[config.mk]
export PLATFORM = sky130hd
export DESIGN_NAME = mem_port_arbiter
export DESIGN_NICKNAME = d
export VERILOG_FILES = /design/src/rtl/memory_io.sv /design/src/rtl/mem_port_arbiter_rr_pick.sv /design/src/rtl/mem_port_arbiter.sv
export SDC_FILE = /design/constraint.sdc
export NUM_CORES = 1
export LEC_CHECK = 0
export ABC_AREA = 1
export CAP_MARGIN = 20
export CORE_AREA = 3 3 182 184
export DETAILED_ROUTE_END_ITERATION = 6
export DIE_AREA = 0 0 185 187
export SLEW_MARGIN = 20
export SYNTH_ARGS = -nofsm -noshare
export SYNTH_HDL_FRONTEND = slang
export SYNTH_SLANG_ARGS = --single-unit
[constraint.sdc]
create_clock -name clk -period 17.5 [get_ports clk]
set_input_delay 3.5 -clock clk [delete_from_list [all_inputs] [get_ports clk]]
set_output_delay 3.5 -clock clk [all_outputs]
set_load 0.01 [all_outputs]
[src/rtl/memory_io.sv]
// -----------------------------------------------------------------------------
// memory_io_pkg
//
// Shared memory-port types used between the L1 caches, the port arbiter and
// main memory.
//   memory_io_req    : request (addr, write data, byte enables, tag, valid)
//   memory_io_rsp    : response (addr, read data, tag, valid, ready)
//   memory_io_no_req : idle request value (valid=0, dummy=1)
//   arb_state_t      : port arbiter FSM states
//   port_idx_t       : requester index, wide enough for the largest build
// -----------------------------------------------------------------------------
package memory_io_pkg;

    localparam int ADDR_W = 32;
    localparam int DATA_W = 32;
    localparam int TAG_W  = 8;

    // The arbiter supports between 2 and MAX_PORTS requesters.
    localparam int MAX_PORTS  = 4;
    localparam int PORT_IDX_W = $clog2(MAX_PORTS);

    typedef logic [PORT_IDX_W-1:0] port_idx_t;

    typedef struct packed {
        logic [ADDR_W-1:0] addr;
        logic [DATA_W-1:0] data;
        logic [3:0]        do_read;
        logic [3:0]        do_write;
        logic              valid;
        logic              dummy;
        logic [TAG_W-1:0]  user_tag;
    } memory_io_req;

    typedef struct packed {
        logic [ADDR_W-1:0] addr;
        logic [DATA_W-1:0] data;
        logic              valid;
        logic              ready;
        logic [TAG_W-1:0]  user_tag;
    } memory_io_rsp;

    localparam memory_io_req memory_io_no_req = '{
        addr:     '0,
        data:     '0,
        do_read:  4'h0,
        do_write: 4'h0,
        valid:    1'b0,
        dummy:    1'b1,
        user_tag: '0
    };

    typedef enum logic [1:0] {
        IDLE,
        ISSUE,
        WAIT
    } arb_state_t;

endpackage

[src/rtl/mem_port_arbiter_rr_pick.sv]
// -----------------------------------------------------------------------------
// rr_pick
//
// Combinational round-robin picker. The search starts one past last_grant and
// wraps modulo NUM_PORTS, so the most recently served port has lowest priority.
//   req        in  NUM_PORTS  pending request per port
//   last_grant in  port_idx_t port granted most recently
//   grant_idx  out port_idx_t selected port (0 when nothing is pending)
//   any        out 1          at least one request is pending
// -----------------------------------------------------------------------------
module rr_pick
    import memory_io_pkg::*;
#(
    parameter int NUM_PORTS = 2
) (
    input  logic [NUM_PORTS-1:0] req,
    input  port_idx_t            last_grant,
    output port_idx_t            grant_idx,
    output logic                 any
);

    // Widening to MAX_PORTS lets the candidate index address the vector at its
    // natural width for every legal NUM_PORTS.
    logic [MAX_PORTS-1:0] req_ext;
    port_idx_t            cand;

    // NOTE: every variable written in a combinational block gets a default
    // first, so no path through the block leaves it holding an old value
    // (which would infer a latch).
    always_comb begin
        req_ext                  = '0;
        req_ext[NUM_PORTS-1:0]   = req;
        grant_idx                = '0;
        any                      = 1'b0;
        cand                     = '0;
        for (int i = 1; i <= NUM_PORTS; i++) begin
            cand = port_idx_t'((int'(last_grant) + i) % NUM_PORTS);
            if (!any && req_ext[cand]) begin
                any       = 1'b1;
                grant_idx = cand;
            end
        end
    end

endmodule

[src/rtl/mem_port_arbiter.sv]
// -----------------------------------------------------------------------------
// mem_port_arbiter
//
// Shares one memory_io port between NUM_PORTS cache requesters (port 0 = data
// cache, port 1 = instruction cache in the default build). Each port latches
// its one-cycle request pulse into a single-entry buffer; a round-robin winner
// is issued to memory with exactly one transaction outstanding, and the memory
// response is routed back to the owning port only.
//   clk          in  1              system clock
//   reset        in  1              synchronous, active-high reset
//   core_req[p]  in  memory_io_req  per-port request, valid is a 1-cycle pulse
//   core_rsp[p]  out memory_io_rsp  per-port response, ready = buffer empty
//   mem_req      out memory_io_req  request to memory
//   mem_rsp      in  memory_io_rsp  memory response (ready accepts, valid data)
//   protocol_err out 1              sticky: request arrived at a full buffer
// Legal NUM_PORTS range is 2..MAX_PORTS.
// -----------------------------------------------------------------------------
module mem_port_arbiter
    import memory_io_pkg::*;
#(
    parameter int NUM_PORTS = 2
) (
    input  logic         clk,
    input  logic         reset,
    input  memory_io_req core_req [NUM_PORTS],
    output memory_io_rsp core_rsp [NUM_PORTS],
    output memory_io_req mem_req,
    input  memory_io_rsp mem_rsp,
    output logic         protocol_err
);

    arb_state_t   state_q, state_d;
    port_idx_t    owner_q, owner_d;
    port_idx_t    last_grant_q, last_grant_d;

    logic [NUM_PORTS-1:0] buf_valid;
    memory_io_req         buf_q [NUM_PORTS];
    memory_io_req         owner_buf;

    logic                 complete;
    logic [NUM_PORTS-1:0] done;
    logic [NUM_PORTS-1:0] accept;
    logic [NUM_PORTS-1:0] overflow;

    port_idx_t            pick_idx;
    logic                 pick_any;

    rr_pick #(
        .NUM_PORTS (NUM_PORTS)
    ) u_rr_pick (
        .req        (buf_valid),
        .last_grant (last_grant_q),
        .grant_idx  (pick_idx),
        .any        (pick_any)
    );

    // Owner's buffered request, selected without indexing the array by a
    // wider-than-needed index.
    always_comb begin
        owner_buf = buf_q[0];
        for (int p = 0; p < NUM_PORTS; p++) begin
            if (owner_q == port_idx_t'(p)) begin
                owner_buf = buf_q[p];
            end
        end
    end

    // ------------------------------------------------------------------
    // FSM: next state, memory request and completion strobe
    // ------------------------------------------------------------------
    always_comb begin
        state_d      = state_q;
        owner_d      = owner_q;
        last_grant_d = last_grant_q;
        mem_req      = memory_io_no_req;
        complete     = 1'b0;

        case (state_q)
            IDLE: begin
                // A response arriving here is stale (pre-reset) and ignored.
                if (pick_any) begin
                    owner_d      = pick_idx;
                    last_grant_d = pick_idx;
                    state_d      = ISSUE;
                end
            end

            ISSUE: begin
                mem_req       = owner_buf;
                mem_req.valid = 1'b1;
                mem_req.dummy = 1'b0;
                if (mem_rsp.ready) begin
                    if (mem_rsp.valid) begin
                        complete = 1'b1;
                        state_d  = IDLE;
                    end else begin
                        state_d  = WAIT;
                    end
                end
            end

            WAIT: begin
                if (mem_rsp.valid) begin
                    complete = 1'b1;
                    state_d  = IDLE;
                end
            end

            default: state_d = IDLE;
        endcase
    end

    // NOTE: sequential state is updated with non-blocking assignments so every
    // register samples the pre-edge values regardless of statement order.
    always_ff @(posedge clk) begin
        if (reset) begin
            state_q      <= IDLE;
            owner_q      <= '0;
            last_grant_q <= port_idx_t'(NUM_PORTS - 1);
        end else begin
            state_q      <= state_d;
            owner_q      <= owner_d;
            last_grant_q <= last_grant_d;
        end
    end

    // ------------------------------------------------------------------
    // Per-port buffer control. A port completing this cycle may reload in
    // the same cycle; the load wins over the clear.
    // ------------------------------------------------------------------
    always_comb begin
        done     = '0;
        accept   = '0;
        overflow = '0;
        for (int p = 0; p < NUM_PORTS; p++) begin
            done[p]     = complete && (owner_q == port_idx_t'(p));
            accept[p]   = core_req[p].valid && (!buf_valid[p] || done[p]);
            overflow[p] = core_req[p].valid && buf_valid[p] && !done[p];
        end
    end

    always_ff @(posedge clk) begin
        if (reset) begin
            buf_valid    <= '0;
            protocol_err <= 1'b0;
        end else begin
            buf_valid    <= accept | (buf_valid & ~done);
            protocol_err <= protocol_err | (|overflow);
        end
    end

    // NOTE: the buffer payload has no reset; it is only ever observed while
    // its buf_valid bit is set, and buf_valid is reset.
    always_ff @(posedge clk) begin
        for (int p = 0; p < NUM_PORTS; p++) begin
            if (accept[p]) begin
                buf_q[p] <= core_req[p];
            end
        end
    end

    // ------------------------------------------------------------------
    // Response routing: zero-cycle pass-through to the owner only, all
    // payload fields zero on ports not being completed.
    // ------------------------------------------------------------------
    always_comb begin
        for (int p = 0; p < NUM_PORTS; p++) begin
            core_rsp[p]       = '0;
            core_rsp[p].ready = !buf_valid[p];
            if (done[p]) begin
                core_rsp[p].valid    = 1'b1;
                core_rsp[p].addr     = mem_rsp.addr;
                core_rsp[p].data     = mem_rsp.data;
                core_rsp[p].user_tag = mem_rsp.user_tag;
            end
        end
    end

endmodule

run_1/met2.png
The bar under the picture is 50 um long. Cells faint in the background.
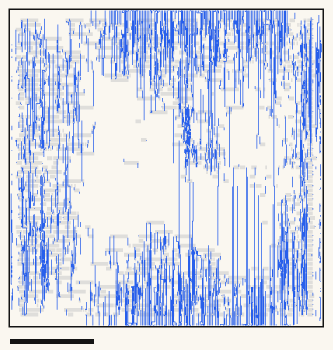
The layer holds 53% of the routed length. The layer carries 15100 um of wire.
via count: 6661
Total Routed Length: 28.59 mm

run_1/met4.png
The bar under the picture is 50 um long.
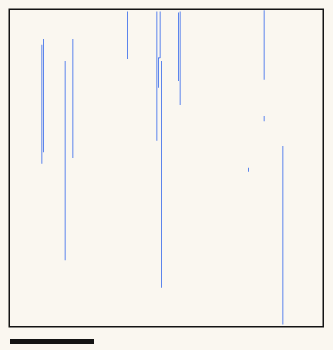
The layer holds 3.0% of the routed length. The wires run mostly vertical. The longest straight run is 134 um.

==> commit_impl_results.txt, run 1 <==
Store results of the implementation flow

* Worst path required time: 14000 ps
- Per the run report, area growth between synthesis and finish was 75.52%.
- The net count of the finished layout is 1420.
- For the pin with the worst max-slew slack, the measured transition is 1085 ps.
* Capture endpoint of the worst hold path: state_q[0]
- Per the final layout report, the fraction of cells sized above drive strength 1 comes to 7.738%.
- In this run the count of I/O pins placed on the die edge is 471.
- Arrival time of data at the critical path endpoint: 5830 ps
- Chip area estimate from yosys synthesis: 0.007437 mm^2
- Post-CTS setup buffer count: 0
- Per the hold report, the tightest min-delay path originates at state_q[0].
- In the final run the clock tree shows a worst skew of 8.304 ps.
- Critical Path Start Type: primary input
- Looking at the clock tree report, the maximum root-to-sink buffer count equals 2.
- Warning count from the yosys run: 0
- Number of warnings in the stage logs: 30
- Per STA, the endpoint of the critical path is core_rsp[16].
- Register-to-register setup slack: 13770 ps
* Overall power: 1.234 mW
- The placement report lists the number of port buffers as 468.
- Summed over all routing layers, the global router reports a total usage of 15.92%.
- The global route stage reports its total congestion overflow as 0.
- A synthesized cell averages 10.26 um^2.
* Syn nets: 968
* Vias in the first global route: 6792
- Run status: complete, no violations
- Per the skew report, the later register of the worst-skew pair sees a clock latency of 430 ps.
* Cell area after layout: 0.01305 mm^2
* Pre-antenna DRT Iters: 5
* Post-synth seq share: 66.49%
- Worst-case hold slack: 494.6 ps
- Critical path start-end classification: in -> out
- The slew check shows that the tightest pin keeps a relative margin of 27.69%.
* Netlist area before placement: 0.007437 mm^2
* Final number of setup-violating endpoints: 0
- First-pass GRT wire length: 41.16 mm
* Max-Cap Viols: 0
- The floorplan has 65 rows.
- Post-CTS repair ended up resizing 0 cells.
- Tracing the worst setup path back leads to its startpoint at mem_rsp[8].
- After floorplanning, the core was sized to cover 0.03156 mm^2.
* Number of hold buffers added after cts: 0
- The gate-level netlist out of Yosys references 20 unique cell types.
- According to the floorplan report, the die width is 185 um.
- Number of clock sinks: 167
- Cells on Worst Hold Path: 2
* Yosys cell count: 725
* Final Max Tran Viols: 0
- Most frequent standard cell in the layout excluding fill and tap cells: sky130_fd_sc_hd__clkdlybuf4s50_1
* Share of the cycle needed by the critical path after routing: 53.31%
- The worst setup path is captured at a primary output.
* Power per Cell Area: 94.53 mW/mm^2
* Leakage power: 5.020 nW
- Remaining routing DRC violations: 0
- Critical path fanouts, max: 76
- Largest net degree at the start of global routing: 84
* Peak ir drop on the vdd network: 68.36 uV
* Most frequent cells in the layout: 468 x sky130_fd_sc_hd__clkdlybuf4s50_1, 256 x sky130_fd_sc_hd__nor2_1, 160 x sky130_fd_sc_hd__edfxtp_1
- STA reports the tightest min-delay check as being of type reg -> reg.
- The highest clock rate this design can be run at is 0.1072 GHz.
* Reg-to-reg critical path startpoint: owner_q[0]
- Regs by FF count: buf_q x160, buf_valid x2, state_q x2
- The die is 187 um tall.
- Via-per-instance ratio: 4.171
- Detailed placement finished with a half-perimeter wire length of 21.37 mm.
* Post-place instance area: 0.01245 mm^2
- Counting flops per register, the top entry is buf_q.
- Per the detail_route report, routed wire per instance is 17.90 um.
- Clock tree from TritonCTS: done
* Total negative slack for setup checks: 0 ps
* Final period demand of the worst path: 9329 ps
* Initial drt markers: 202
- The H-tree was split into 4 levels.
- Antenna violations before repair: 8
- Per the post-synthesis report, the number of cells in the design is 725.
- Cell chosen for the clock root: sky130_fd_sc_hd__clkbuf_16
- Final core utilization: 41.37%
* Flip-flop count of the largest register after layout: 160
- Worst flop-to-flop path endpoint: buf_q[0][43]
* Number of CTS-inserted buffers: 17
* Synthesized registers: 167
* Depth of the worst register-to-register path: 7
- The detail route stage leaves a number of antenna-violating nets equal to 0.
* Number of hold violations in the final report: 0
* Fraction of the core area occupied by cells at floorplan: 23.57%
- Clock-pin slew on the worst setup and hold paths: 70 ps
- The final layout report lists a filler cell count of 3129.
* Chip area: 0.03460 mm^2
- Unrepaired setup endpoints after global routing: false
- Per the gpl log, the routability congestion estimate is 0.8152.
run_1/met3.png
The bar under the picture is 50 um long. Cells faint in the background.
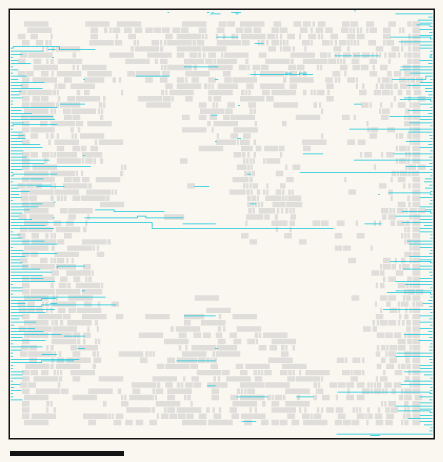
The layer carries 2570 um of wire. The wires run mostly horizontal. 273 nets have wire on it. The longest straight run is 79.1 um.

run_1/met1.png
The bar under the picture is 50 um long. Cells faint in the background.
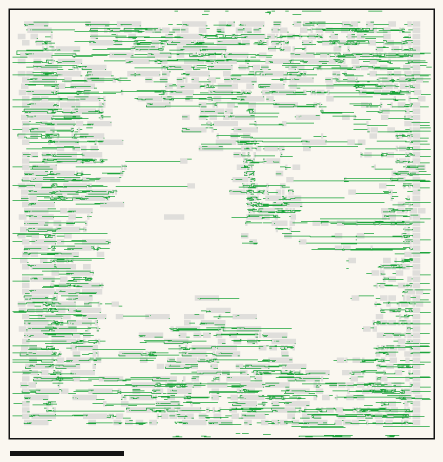
The layer holds 35% of the routed length. The longest straight run is 59.3 um.

run 1: metal layers:
metal	vias up	part of all wire, %	track usage [%]	wire length [um]
met2	319	53	28.76	15090
met4	4	3.0	8.023	854
met1	3067	35	16.10	10040
met3	39	9.0	5.465	2573
li1	3232	-	-	-
met5	-	0.094	0	27
run 1: logic make-up (layout without fill, tap and decap cells):
| family | count (synthesis) | in the layout | share of synthesized area (%) |
|---|---|---|---|
| other | 0 | 6 | 0 |
| AOI/OAI and AO/OA | 88 | 88 | 5.922 |
| DFF | 167 | 167 | 66.49 |
| and+or+nand+nor | 334 | 334 | 18.84 |
| adders and majority gates | 3 | 3 | 0.5048 |
| buffers and inverters | 133 | 597 | 8.244 |
run 1: area by class of cell:
type / instances / area, um^2 / area share [%]
repair buffers: 475 / 4737 / 36.29
well taps: 402 / 503.0 / 3.853
multi-input cells: 425 / 1919 / 14.70
flip-flops and latches: 167 / 4946 / 37.89
clock buffers: 20 / 436.7 / 3.345
inverters: 91 / 344.1 / 2.636
diodes: 6 / 15.01 / 0.1150
clock inverters: 11 / 152.6 / 1.169
run 1: critical path, cell delays in order:
cell and delay (ps):
sky130_fd_sc_hd__clkdlybuf4s50_1 480, sky130_fd_sc_hd__nand2_1 60, sky130_fd_sc_hd__nand2_1 150, sky130_fd_sc_hd__nand3_4 620, sky130_fd_sc_hd__nor2_1 350, sky130_fd_sc_hd__clkdlybuf4s50_1 620
run 1: power by group:
part | switching, mW | total (mW) | internal [mW]
sequential | 0.00855 | 0.479 | 0.471
clock | 0.158 | 0.382 | 0.224
combinational | 0.193 | 0.373 | 0.180
run 1: synthesized netlist by cell type:
cell / count / area share [%]
sky130_fd_sc_hd__dfxtp_1: 7 / 1.9
sky130_fd_sc_hd__a21oi_1: 7 / 0.47
sky130_fd_sc_hd__o21ai_1: 1 / 0.067
sky130_fd_sc_hd__nor2_2: 49 / 4.1
sky130_fd_sc_hd__inv_4: 1 / 0.084
sky130_fd_sc_hd__o21ai_0: 80 / 5.4
sky130_fd_sc_hd__nand3_1: 5 / 0.34
sky130_fd_sc_hd__nand4_1: 1 / 0.084
sky130_fd_sc_hd__buf_4: 2 / 0.20
sky130_fd_sc_hd__nor2_1: 256 / 13
sky130_fd_sc_hd__nand2_1: 20 / 1.0
sky130_fd_sc_hd__edfxtp_1: 160 / 65
sky130_fd_sc_hd__ha_1: 3 / 0.50
sky130_fd_sc_hd__nand3_2: 2 / 0.27
sky130_fd_sc_hd__inv_2: 2 / 0.10
sky130_fd_sc_hd__buf_2: 11 / 0.74
sky130_fd_sc_hd__nand3b_1: 1 / 0.10
sky130_fd_sc_hd__buf_6: 12 / 1.8
sky130_fd_sc_hd__clkbuf_1: 17 / 0.86
sky130_fd_sc_hd__inv_1: 88 / 4.4
run 1: per-stage QoR:
| step | instances | setup slack (ps) |
|---|---|---|
| 3_3_place_gp | 1560 | 8169 |
| 6_report | 1597 | 8171 |
| 2_1_floorplan | 725 | 9158 |
| 5_1_grt | 1597 | 7936 |
| 4_1_cts | 1591 | 8116 |
| 3_5_place_dp | 1560 | 8116 |
==> run 2: changes to the inputs <==
==> constraint.sdc (replaced) <==
create_clock -name clk -period 8.41 [get_ports clk]
set_input_delay 1.682 -clock clk [delete_from_list [all_inputs] [get_ports clk]]
set_output_delay 1.682 -clock clk [all_outputs]
set_load 0.01 [all_outputs]
run_2/met2.png
The bar under the picture is 50 um long. Cells faint in the background.
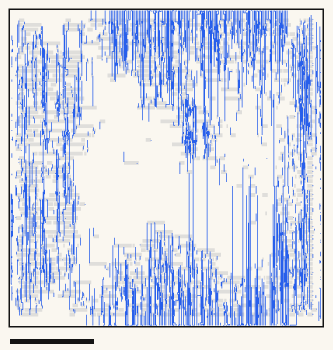
The layer holds 53% of the routed length. The longest straight run is 95.7 um. The layer carries 15100 um of wire.

run_2/met4.png
The bar under the picture is 50 um long.
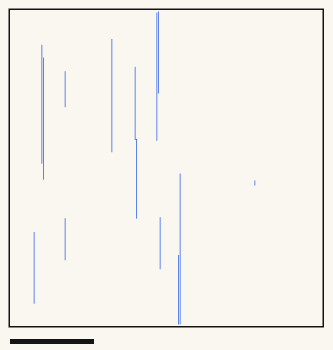
The wires run mostly vertical. The layer holds 2.4% of the routed length. 10 nets have wire on it. The layer carries 674 um of wire.

==> run 2 against run 1 <==
Total power rose by 110%; first-iteration DRC count rose by 11%; clock skew rose by 3.9 ps; non-clock buffer count did not move; largest cell class unchanged.
==> commit_impl_results.txt, run 2 <==
Store results of the implementation flow

- Leaving out fill and tap cells, the most frequent cell in the layout is sky130_fd_sc_hd__clkdlybuf4s50_1.
* Via count: 6597 (-0.96%)
* Top cell area share: 64.60% (unchanged)
* Critical path fanouts, max: 42 (-45%)
- The largest net degree at the start of global routing came to 84 (unchanged).
* Horizontal extent of the die: 185 um (unchanged)
- The number of setup violations in the final report was 0 (unchanged).
* Via-per-instance ratio: 4.133 (-0.90%)
- Layout Area Growth over Synthesis: 75.72%
* Syn nets: 968 (unchanged)
- STA classifies the critical path startpoint as a primary input.
- Number of antenna-violating nets in the routed design: 0 (unchanged)
* Run status: complete, no violations
* Warning count from the yosys run: 0 (unchanged)
* Share of the cycle needed by the critical path after routing: 69.82%
- The most used flip-flop cell after synthesis is sky130_fd_sc_hd__edfxtp_1.
- Top area cells in the synthesized netlist: sky130_fd_sc_hd__edfxtp_1 65%, sky130_fd_sc_hd__nor2_1 13%, sky130_fd_sc_hd__o21ai_0 5.4%
- Detailed-route wire length on metal 1: 10.40 mm (+3.6%)
- Met2 Routed Length: 15.09 mm (about the same)
* Std cell rows: 65 (unchanged)
- The global-route wire length before repair is 40.96 mm (-0.49%).
* Relative slew margins: 35.88% (+8.2 points)
* Leading area contributor after synthesis: sky130_fd_sc_hd__edfxtp_1
- Mean post-synth cell area: 10.26 um^2 (unchanged)
- Most numerous cell in the Yosys netlist: sky130_fd_sc_hd__nor2_1
* Number of warnings in the stage logs: 30 (unchanged)
- The number of cells in Yosys stat is 725 (unchanged).
- The count of library flops with an enable pin came to 160 (unchanged).
* Transition time of the tightest slew-check pin: 961.7 ps (-122.9 ps)
- Number of clock sinks: 167 (unchanged)
- Regs by FF count: buf_q x160, buf_valid x2, state_q x2
* Peak clock frequency supported by timing: 0.1703 GHz
- The CTS clock-pin slew for the worst setup and hold paths was 70 ps (about the same).
- TritonCTS built the clock tree.
- Antenna violations before repair: 6 (-2)
- The overall global routing resource usage was 15.82% (-0.096 points).
* Detailed Place HPWL: 21.37 mm (about the same)
- Per the cell usage report, the commonest logic cells after layout are 468 x sky130_fd_sc_hd__clkdlybuf4s50_1, 256 x sky130_fd_sc_hd__nor2_1, 160 x sky130_fd_sc_hd__edfxtp_1.
- The number of buffers inserted during clock tree synthesis came to 17 (unchanged).
- Detailed-route wire length per cell: 17.85 um (-0.31%)
- Unrepaired setup endpoints after global routing: false
- The max-cap violation count came to 0 (unchanged).
* Flip-flop count of the largest register after layout: 160 (unchanged)
- The violation count after the first detailed-route iteration was 224 (+11%).
- Placeable core region: 0.03156 mm^2 (unchanged)
- Uppermost routed layer: met5
- The tree is rooted in a sky130_fd_sc_hd__clkbuf_16.
- Synthesized instance count: 725 (unchanged)
- Hold WC Path Type: reg -> reg
* Number of hold buffers added after cts: 0 (unchanged)
* Number of hold violations in the final report: 0 (unchanged)
- The sum of negative setup slack was 0 ps (unchanged).
- Placer Congestion: 0.8097 (-0.67%)
- Post-place instance area: 0.01245 mm^2 (unchanged)
- Final-stage net count: 1420 (unchanged)
* IO Pins: 471 (unchanged)
- The count of different cell masters after synthesis is 20 (unchanged).
* Synthesized registers: 167 (unchanged)
* Commonest cells post-synth: 256 x sky130_fd_sc_hd__nor2_1, 160 x sky130_fd_sc_hd__edfxtp_1, 88 x sky130_fd_sc_hd__inv_1
- Final Max Tran Viols: 0 (unchanged)
- The remaining global-route overflow came to 0 (unchanged).
- Worst path required time: 6730 ps (-7270 ps)
* Critical path capture point type: primary output
* H-tree depth: 4 (unchanged)
- The met3 wire length is 2.307 mm (-10%).
- Arrival time of data at the critical path endpoint: 4190 ps (-1640 ps)
- The number of global-route vias before repair came to 6777 (-0.22%).
- Chip area: 0.03460 mm^2 (unchanged)
- Fraction of the core area occupied by cells at floorplan: 23.57% (unchanged)
- The number of port buffers was 468 (unchanged).
- The power consumption came to 2.591 mW (+110%).
- The share of cells above drive strength 1 was 7.815% (+0.078 points).
* Longest Clk Path Bufs: 2 (unchanged)
* Post-CTS setup buffer count: 0 (unchanged)
* # resized after CTS: 0 (unchanged)
- The final setup skew was 12.22 ps (+3.919 ps).
- The number of search-and-repair iterations in the first detailed-routing pass is 4 (-1).
- The register with the most flip-flops in the final layout is buf_q.
- Post-synth seq share: 66.49% (unchanged)
- Chip area estimate from yosys synthesis: 0.007437 mm^2 (unchanged)
- The proportion of register bits with asynchronous set or reset after synthesis came to 0% (unchanged).
- Power per Cell Area: 198.2 mW/mm^2 (+110%)
- Die height: 187 um (unchanged)
* Insertion Delay late pin: 420 ps (about the same)
- The number of remaining DRC errors was 0 (unchanged).
- Critical path start-end classification: in -> out
- The maximum resistive drop on vdd was 153.1 uV (+120%).
- The total wire length was 28.49 mm (-0.37%).
- Final period demand of the worst path: 5872 ps
* Cell area after layout: 0.01307 mm^2 (+0.11%)
## run 2: cell count changes in the layout (fill, tap and decap cells not counted), moves of 2 or more
cell                       delta
sky130_fd_sc_hd__clkinv_4     -4
sky130_fd_sc_hd__clkinv_2     +3
sky130_fd_sc_hd__diode_2      -2
sky130_fd_sc_hd__inv_6        +2
## run 2: cell families after synthesis
family,synth area share (%)
and+or+nand+nor,18.84
DFF,66.49
adders and majority gates,0.5048
buffers and inverters,8.244
AOI/OAI and AO/OA,5.922
## run 2: final cells by class
type	instances	area (um^2)
multi-input cells	425	1919
flip-flops and latches	167	4946
clock buffers	19	432.9
fillers	3063	18490
well taps	402	503.0
diodes	4	10.01
repair buffers	475	4737
inverters	91	344.1
clock inverters	13	176.4
## run 2: layer usage
| layer | vias up | global-route usage (%) |
|---|---|---|
| li1 | 3231 | - |
| met2 | 289 | 29.39 |
| met3 | 30 | 4.959 |
| met4 | 2 | 6.436 |
| met1 | 3045 | 16.25 |
| met5 | - | 0 |
## run 2: report_power, final
group          internal, mW  switching [mW]  total, mW  leakage, nW
Clock                 0.496           0.323      0.819        0.297
Combinational         0.374           0.400      0.774         3.16
Sequential            0.979          0.0180      0.997         1.58
Total                  1.85           0.742       2.59         5.04
## run 2: worst paths after layout
path | startpoint | to | slack, ps | cells after the start
setup / recovery | mem_rsp[8] | core_rsp[147] | 2540 | 7
hold / removal | last_grant_q[0] | last_grant_q[0] | 490 | 2
setup reg to reg | owner_q[0] | buf_q[0][80] | 4930 | 5
hold reg to reg | last_grant_q[0] | last_grant_q[0] | 490 | 2
## run 2: through the flow
step           setup slack [ps]  hold slack, ps  utilization (%)  instances
2_1_floorplan              1886           450.0                -        725
3_3_place_gp               2523           461.7            39.45       1560
3_5_place_dp               2497           481.2            39.45       1560
4_1_cts                    2496           495.7            41.38       1592
5_1_grt                    2333           519.1            41.42       1596
6_report                   2538           493.5            41.42       1596
## run 2: worst max-delay path: stages
cell	delay (ps)
sky130_fd_sc_hd__clkdlybuf4s50_1	490
sky130_fd_sc_hd__nand2_1	60
sky130_fd_sc_hd__nand2_1	150
sky130_fd_sc_hd__nand3_4	470
sky130_fd_sc_hd__buf_4	520
sky130_fd_sc_hd__nor2_1	170
sky130_fd_sc_hd__clkdlybuf4s50_1	610
Power and IR drop assume default switching activity.
